[src/rtl/vram_write_fifo.sv]
// -----------------------------------------------------------------------------
// vram_write_fifo
//   Synchronous FIFO that holds Hack CPU video-RAM writes ({address, data})
//   until the SPI SRAM write state machine pops them one at a time and
//   serialises them to the external 23LC1024.
//
// Parameters
//   DATA_WIDTH     width of a queued data word
//   ADDRESS_WIDTH  width of a queued Hack RAM address
//   DEPTH_LOG2     log2 of the number of entries
//
// Ports
//   clk            single clock, all logic on posedge
//   reset          synchronous, active-high
//   write_request  push {write_address, write_data} this cycle
//   write_address  address to queue
//   write_data     data to queue
//   read_request   pop the head entry this cycle
//   read_address   registered address of the last popped entry
//   read_data      registered data of the last popped entry
//   items_count    number of stored entries, 0..2**DEPTH_LOG2
//   full / empty   items_count at its maximum / zero
//   overrun        push attempted while full (and not freed by a same-cycle pop)
//   underrun       pop attempted while empty
//
// Configuration macro
//   VRAM_FIFO_STICKY_ERR_EN : when defined, overrun/underrun stay set until
//                             reset; otherwise they are one-cycle pulses.
// -----------------------------------------------------------------------------
module vram_write_fifo #(
    parameter int DATA_WIDTH    = 16,
    parameter int ADDRESS_WIDTH = 14,
    parameter int DEPTH_LOG2    = 4
) (
    input  logic                     clk,
    input  logic                     reset,
    input  logic                     write_request,
    input  logic [ADDRESS_WIDTH-1:0] write_address,
    input  logic [DATA_WIDTH-1:0]    write_data,
    input  logic                     read_request,
    output logic [ADDRESS_WIDTH-1:0] read_address,
    output logic [DATA_WIDTH-1:0]    read_data,
    output logic [DEPTH_LOG2:0]      items_count,
    output logic                     full,
    output logic                     empty,
    output logic                     overrun,
    output logic                     underrun
);

    localparam int DEPTH   = 1 << DEPTH_LOG2;
    localparam int ENTRY_W = ADDRESS_WIDTH + DATA_WIDTH;

    localparam logic [DEPTH_LOG2:0]   FULL_COUNT = (DEPTH_LOG2 + 1)'(DEPTH);
    localparam logic [DEPTH_LOG2:0]   CNT_ONE    = (DEPTH_LOG2 + 1)'(1);
    localparam logic [DEPTH_LOG2-1:0] PTR_ONE    = DEPTH_LOG2'(1);

    // Storage without reset so it maps onto block RAM.
    logic [ENTRY_W-1:0] mem_q [DEPTH];

    logic [DEPTH_LOG2-1:0]    wr_ptr_q, wr_ptr_d;
    logic [DEPTH_LOG2-1:0]    rd_ptr_q, rd_ptr_d;
    logic [DEPTH_LOG2:0]      count_q, count_d;
    logic                     full_q, full_d;
    logic                     empty_q, empty_d;
    logic                     overrun_q, overrun_d;
    logic                     underrun_q, underrun_d;
    logic [ADDRESS_WIDTH-1:0] raddr_q;
    logic [DATA_WIDTH-1:0]    rdata_q;

    logic pop_ok;
    logic push_ok;
    logic overrun_evt;
    logic underrun_evt;

    always_comb begin
        pop_ok       = read_request && !empty_q;
        // When full, a same-cycle pop frees the slot the push lands in.
        push_ok      = write_request && (!full_q || pop_ok);
        overrun_evt  = write_request && !push_ok;
        underrun_evt = read_request && empty_q;

        wr_ptr_d = wr_ptr_q;
        rd_ptr_d = rd_ptr_q;
        count_d  = count_q;
        if (push_ok) begin
            wr_ptr_d = wr_ptr_q + PTR_ONE;
        end
        if (pop_ok) begin
            rd_ptr_d = rd_ptr_q + PTR_ONE;
        end
        if (push_ok && !pop_ok) begin
            count_d = count_q + CNT_ONE;
        end else if (pop_ok && !push_ok) begin
            count_d = count_q - CNT_ONE;
        end
        full_d  = (count_d == FULL_COUNT);
        empty_d = (count_d == '0);

`ifdef VRAM_FIFO_STICKY_ERR_EN
        overrun_d  = overrun_q  || overrun_evt;
        underrun_d = underrun_q || underrun_evt;
`else
        overrun_d  = overrun_evt;
        underrun_d = underrun_evt;
`endif
    end

    // When full and pushing+popping, wr_ptr == rd_ptr: the read below sees
    // the old entry because both are non-blocking on the same edge.
    always_ff @(posedge clk) begin
        if (push_ok && !reset) begin
            mem_q[wr_ptr_q] <= {write_address, write_data};
        end
    end

    always_ff @(posedge clk) begin
        if (reset) begin
            wr_ptr_q   <= '0;
            rd_ptr_q   <= '0;
            count_q    <= '0;
            full_q     <= 1'b0;
            empty_q    <= 1'b1;
            overrun_q  <= 1'b0;
            underrun_q <= 1'b0;
            raddr_q    <= '0;
            rdata_q    <= '0;
        end else begin
            wr_ptr_q   <= wr_ptr_d;
            rd_ptr_q   <= rd_ptr_d;
            count_q    <= count_d;
            full_q     <= full_d;
            empty_q    <= empty_d;
            overrun_q  <= overrun_d;
            underrun_q <= underrun_d;
            // read_* only ever change on a successful pop.
            if (pop_ok) begin
                {raddr_q, rdata_q} <= mem_q[rd_ptr_q];
            end
        end
    end

    assign read_address = raddr_q;
    assign read_data    = rdata_q;
    assign items_count  = count_q;
    assign full         = full_q;
    assign empty        = empty_q;
    assign overrun      = overrun_q;
    assign underrun     = underrun_q;

endmodule

[config.mk]
export PLATFORM = sky130hd
export DESIGN_NAME = vram_write_fifo
export DESIGN_NICKNAME = d
export VERILOG_FILES = /design/src/rtl/vram_write_fifo.sv
export SDC_FILE = /design/constraint.sdc
export NUM_CORES = 1
export LEC_CHECK = 0
export ABC_AREA = 1
export CAP_MARGIN = 20
export CORE_MARGIN = 5
export CORE_UTILIZATION = 40
export CTS_CLUSTER_DIAMETER = 150
export DETAILED_ROUTE_END_ITERATION = 8
export DONT_BUFFER_PORTS = 1
export GPL_ROUTABILITY_DRIVEN = 0
export PLACE_DENSITY = 0.63
export RECOVER_POWER = 50
export SYNTH_ARGS = -nofsm -noshare
export SYNTH_HDL_FRONTEND = slang
export SYNTH_SLANG_ARGS = --single-unit
[constraint.sdc]
create_clock -name clk -period 4.17 [get_ports clk]
set_input_delay 1.251 -clock clk [delete_from_list [all_inputs] [get_ports clk]]
set_output_delay 1.251 -clock clk [all_outputs]
set_load 0.02 [all_outputs]
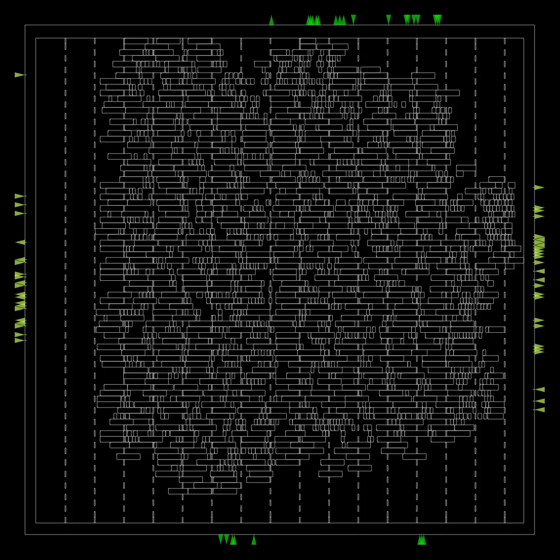
*Cell placement*
num rows: 84
Seq area share: 0.651
core box area: 52600 µm²
seq_cells: 527
final cell count without fillers: 2559

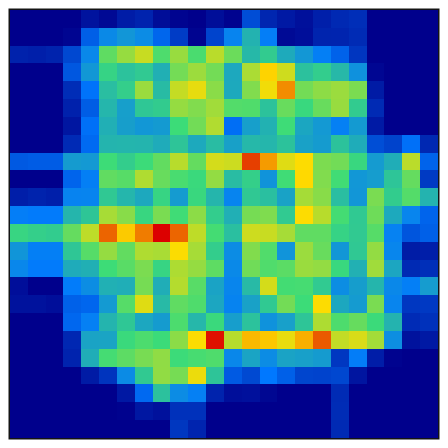
*Routed metal per tile*
24 x 24 tiles, from dark blue (low) to red (high), scaled to the fullest tile. Values are wire area over tile area, all layers added.
tiles over half the peak	27%
nearly empty tiles	23%
mean over tiles	0.14
fullest tile	0.47
emptiest ninth of the die	lower left
densest ninth of the die	center

==> impl_metrics.json <==
{
  "worst_pin_slew_ns": 1.57,
  "grt_busiest_layer": "met1",
  "startpoint_type": "flop",
  "sh_comb_area": 0.218,
  "seqCellArea_um2": 15400,
  "slew_headroom": -0.0477,
  "synth_flops": 527,
  "signal_buffers": 34,
  "overflow": 0,
  "io_pins": 73,
  "syn_area_um2": 21200,
  "antenna_found_initial": 0,
  "edf_count": 480,
  "ys_seq_frac": 0.725,
  "crit_type": "flop to flop",
  "yosys_cells": 1850,
  "aoi_share": 0.0168,
  "cap_violations": 1,
  "dr_wl_met3_um": 4910,
  "ant_nets": 0,
  "pre_cts_ws_ns": 0.711,
  "cts_root_buf": "clkbuf_16",
  "total_power_mw": 11.4,
  "dpl-instance-area_um2": 21900,
  "via_per_inst": 5.17,
  "violations": "capacitance limit, slew limit",
  "run_status": "complete, but fails checks",
  "pwr-share-seq": 0.525,
  "post_synth_num_cell_types": 26,
  "vias": 13232,
  "p_switching_mw": 2.62,
  "maxUsedRoutingLayer": "met5",
  "path_clk_slew_ns": 0.06,
  "fin_util": 0.449,
  "gr-usage-met2": 0.247,
  "top_cell": "nand2_1",
  "power-top-group": "sequential cells",
  "slew_violations": 37,
  "p_leak_nw": 8.46,
  "clk_path_buf_depth": 3
}
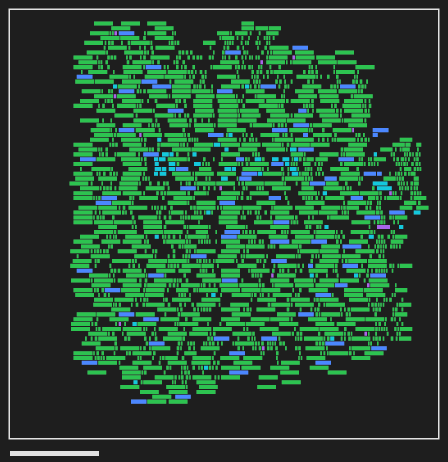
*Sizing map*
The bar under the picture is 50 µm long.
size	color	cells
x3 and x4	cyan	48
x1 and smaller	green	1737
x2	purple	14
x6 and larger	blue	72

## critical path: stages, from the launching register on
cell and delay [ns]:
dfxtp_1 1.36, inv_2 0.80, buf_4 0.44, nand3_1 0.15, nand2_1 0.10, nand2_1 0.08
nand2_1 0.06, o21ai_1 0.13, inv_1 0.06
## final timing paths
kind / endpoint / slack, ns / cells past startpoint
worst max register to register: read_data[13] / 0.88 / 8
worst max-delay path: read_data[13] / 0.88 / 8
worst min-delay path: wr_ptr_q[3] / 0.54 / 2
worst min register to register: wr_ptr_q[3] / 0.54 / 2
## flip-flops by register name, summed over array words and instances, names as in the netlist
| name | count |
|---|---|
| rd_ptr_q | 4 |
| empty | 1 |
| mem_q | 480 |
| read_data | 16 |
| overrun | 1 |
| items_count | 5 |
| wr_ptr_q | 4 |
| underrun | 1 |
| full | 1 |
| read_address | 14 |
Power and IR drop assume default switching activity.
